`src/rtl/apb_slave_mem.sv`:
```
// apb_slave_mem
// APB completer backed by a flop-based register file. One transfer at a time:
// a setup phase seen in IDLE latches the request, WAIT_STATES access cycles
// are counted down, then PREADY is raised for exactly one cycle together with
// PSLVERR (address >= DEPTH) and, for reads, the new PRDATA. Writes commit on
// the completion edge (PSEL & PENABLE & PREADY). Dropping PSEL or PENABLE
// before completion aborts the transfer without side effects.
//
// Ports
//   PCLK     in   clock, rising edge
//   PRESET   in   synchronous active-high reset (clears memory too)
//   PSEL     in   slave select
//   PENABLE  in   access phase indicator
//   PWRITE   in   1 = write, 0 = read
//   PADDR    in   [ADDR_WIDTH-1:0] transfer address
//   PWDATA   in   [DATA_WIDTH-1:0] write data
//   PREADY   out  registered transfer completion
//   PRDATA   out  [DATA_WIDTH-1:0] registered read data, held between reads
//   PSLVERR  out  registered error response, only high with PREADY
module apb_slave_mem #(
  parameter int ADDR_WIDTH  = 8,
  parameter int DATA_WIDTH  = 8,
  parameter int DEPTH       = 256,
  parameter int WAIT_STATES = 0
) (
  input  logic                  PCLK,
  input  logic                  PRESET,
  input  logic                  PSEL,
  input  logic                  PENABLE,
  input  logic                  PWRITE,
  input  logic [ADDR_WIDTH-1:0] PADDR,
  input  logic [DATA_WIDTH-1:0] PWDATA,
  output logic                  PREADY,
  output logic [DATA_WIDTH-1:0] PRDATA,
  output logic                  PSLVERR
);

  localparam int IDX_W = (DEPTH > 1) ? $clog2(DEPTH) : 1;
  localparam logic [3:0] WAIT_INIT = 4'(WAIT_STATES);

  typedef enum logic {IDLE, ACCESS} state_t;

  state_t                  state;
  logic [3:0]              cnt;
  logic [ADDR_WIDTH-1:0]   addr_lat;
  logic [DATA_WIDTH-1:0]   wdata_lat;
  logic                    write_lat;
  logic                    err_lat;
  logic [DATA_WIDTH-1:0]   mem [DEPTH];

  function automatic logic out_of_range(input logic [ADDR_WIDTH-1:0] a);
    return 64'(a) >= 64'(DEPTH);
  endfunction

  // Out-of-range reads return zero; the index slice is only used when in range.
  function automatic logic [DATA_WIDTH-1:0] read_word(input logic [ADDR_WIDTH-1:0] a);
    if (out_of_range(a)) return '0;
    return mem[a[IDX_W-1:0]];
  endfunction

  always_ff @(posedge PCLK) begin
    if (PRESET) begin
      state   <= IDLE;
      cnt     <= '0;
      PREADY  <= 1'b0;
      PSLVERR <= 1'b0;
      PRDATA  <= '0;
      for (int i = 0; i < DEPTH; i++) mem[i] <= '0;
    end else begin
      case (state)
        IDLE: begin
          // Only a genuine setup phase starts a transfer; PSEL&PENABLE here is ignored.
          if (PSEL && !PENABLE) begin
            addr_lat  <= PADDR;
            wdata_lat <= PWDATA;
            write_lat <= PWRITE;
            err_lat   <= out_of_range(PADDR);
            cnt       <= WAIT_INIT;
            state     <= ACCESS;
            // With no wait states the response must already be up in the
            // first access cycle, so it is built from the live setup values.
            if (WAIT_STATES == 0) begin
              PREADY  <= 1'b1;
              PSLVERR <= out_of_range(PADDR);
              if (!PWRITE) PRDATA <= read_word(PADDR);
            end
          end
        end
        ACCESS: begin
          if (!(PSEL && PENABLE)) begin
            // Abort: nothing committed, PRDATA keeps its previous response.
            state   <= IDLE;
            cnt     <= '0;
            PREADY  <= 1'b0;
            PSLVERR <= 1'b0;
          end else if (PREADY) begin
            // Completion edge.
            if (write_lat && !err_lat) mem[addr_lat[IDX_W-1:0]] <= wdata_lat;
            PREADY  <= 1'b0;
            PSLVERR <= 1'b0;
            state   <= IDLE;
          end else begin
            cnt <= cnt - 4'd1;
            if (cnt == 4'd1) begin
              PREADY  <= 1'b1;
              PSLVERR <= err_lat;
              if (!write_lat) PRDATA <= read_word(addr_lat);
            end
          end
        end
        default: state <= IDLE;
      endcase
    end
  end

endmodule

```
`config.mk`:
```
export PLATFORM = sky130hd
export DESIGN_NAME = apb_slave_mem
export DESIGN_NICKNAME = d
export VERILOG_FILES = /design/src/rtl/apb_slave_mem.sv
export SDC_FILE = /design/constraint.sdc
export NUM_CORES = 2
export LEC_CHECK = 0
export CORE_MARGIN = 1
export CORE_UTILIZATION = 27
export DETAILED_ROUTE_END_ITERATION = 8
export PLACE_DENSITY = 0.5
export SETUP_SLACK_MARGIN = 0.1
export SKIP_LAST_GASP = 1
export SYNTH_ARGS = -nofsm -noshare
export SYNTH_HDL_FRONTEND = slang
export SYNTH_SLANG_ARGS = --single-unit
```
`constraint.sdc`:
```
create_clock -name PCLK -period 3.1 [get_ports PCLK]
set_input_delay 0.62 -clock PCLK [delete_from_list [all_inputs] [get_ports PCLK]]
set_output_delay 0.62 -clock PCLK [all_outputs]
set_load 0.01 [all_outputs]
```
m3.png
Scale: 1 px per micron. Cells faint in the background.
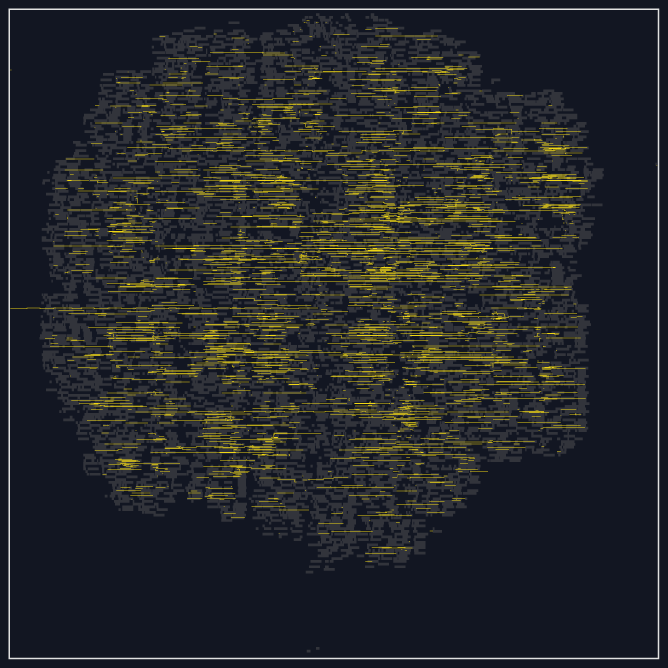
- share of all routed wire: 8.4%
- wire length on this layer: 36.3 mm
- longest straight run: 288 microns

route_heat.png
Scale: 0.5 px per micron. The die is cut into 32 by 32 equal tiles; dark purple is low, yellow is high, scaled to the fullest tile. Values are wire area over tile area, all layers added.
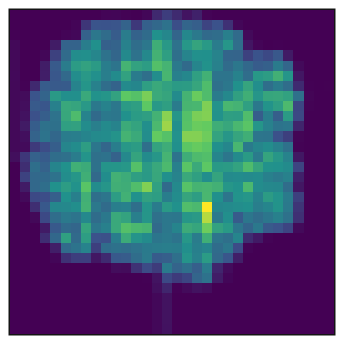
- fullest tile: 0.64
- densest ninth of the die: center
- emptiest ninth of the die: south-east
- nearly empty tiles: 37%
- tiles over half the peak: 22%
- mean over tiles: 0.17

clock_nets.png
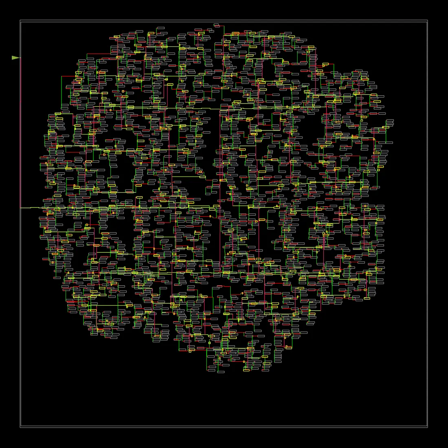
cts bufs inserted: 239
Layout Skew: 0.04861 ns

==> impl_metrics.json <==
{
  "dp_cells": 13510,
  "status": "finished, final reports clean",
  "p_leak_nw": 54.93,
  "met1Wirelength_microns": 172600,
  "grt_util_all_layers": 0.2000,
  "area_share_nonclk_buffers": 0.1066,
  "hp-start": "PWDATA[3]",
  "lay_top_count": "edfxtp_1",
  "io_buffer_count": 29,
  "crit_slowest_cell": "mux4_2",
  "fin_util": 0.3339,
  "top_layer": "met5",
  "pin_count": 31,
  "syn-instance-count": 7805,
  "fin_total_pwr_mw": 69.58,
  "regMostFlops": "mem",
  "period_used_share": 0.9864,
  "cts.sinks": 2087,
  "post_cts_resized": 102,
  "log.warning_count": 84,
  "n_all_inverters": 10,
  "worst-r2r-setup-slack_ns": 0.04,
  "overflow": 0,
  "dominant_cells": "sequential cells",
  "hold_path.class": "in2reg",
  "maxCapViolCount": 0,
  "yosysUniqueCellTypes": 72,
  "synth.logic.top_family": "multiplexers",
  "sh_comb_area": 0.3342,
  "htree_levels": 4,
  "clkTransAtPathRegs_ns": 0.07,
  "ys_sh_adder": 0.0002222,
  "syn_area_sq_um": 112600,
  "yosys-top-cells-count": "2065 x edfxtp_1, 1794 x and3_1, 1024 x mux4_2",
  "whs_ns": 0.2425,
  "dieArea_sq_um": 419700,
  "synth.mux.area_fraction": 0.2157,
  "nets": 8338,
  "row_count": 236,
  "swShare": 0.2494,
  "start_kind": "flip-flop",
  "layout-drive-gt1-share": 0.3348,
  "path_buffers": 2,
  "use_met2": 0.3256,
  "critical_path.cell_chain": "buf_12 -> buf_16 -> mux4_2 -> mux4_2 -> nor2b_1 -> o41ai_4 -> a21oi_2 -> o311a_1",
  "die_x_microns": 647.9,
  "dr_wl_met3_microns": 36300,
  "fmax_mhz": 327.0,
  "place_area_sq_um": 129100,
  "max_stage_delay_ns": 0.53,
  "grt_pass1_wl_microns": 605600,
  "hold_buffers": 0,
  "clock_area_frac": 0.05752,
  "crit_path_frequent_cell": "mux4_2",
  "setup_slack_ns": 0.04208,
  "ys_seq_elements": 2087,
  "ys_async_sr_fraction": 0,
  "area_delta_synth_final_pct": 22.81,
  "r2r_cells": 8,
  "coreArea_sq_um": 414300,
  "antenna_found_initial": 18,
  "rr_endpoint": "PRDATA[1]$_SDFFE_PP0P_",
  "first_pass_iters": 6,
  "irDropWorstVdd_mv": 0.4618,
  "endpoint": "PRDATA[1]$_SDFFE_PP0P_",
  "design_area_sq_um": 138300,
  "cts-root-buf": "clkbuf_16",
  "flops": 2087,
  "detail_route.wl_per_cell_microns": 30.83,
  "flop_cell": "edfxtp_1",
  "antenna_cells": 11,
  "initCoreUtil": 0.2719,
  "synthAoiAreaFrac": 0.04308,
  "via_per_inst": 5.586,
  "yosys_cells": 7805,
  "route.detailed.drc": 0,
  "path_class": "reg2reg",
  "hpwlAfterDp_microns": 298700,
  "place_ws_ns": -1.383,
  "logic_area_sq_um": 46220
}
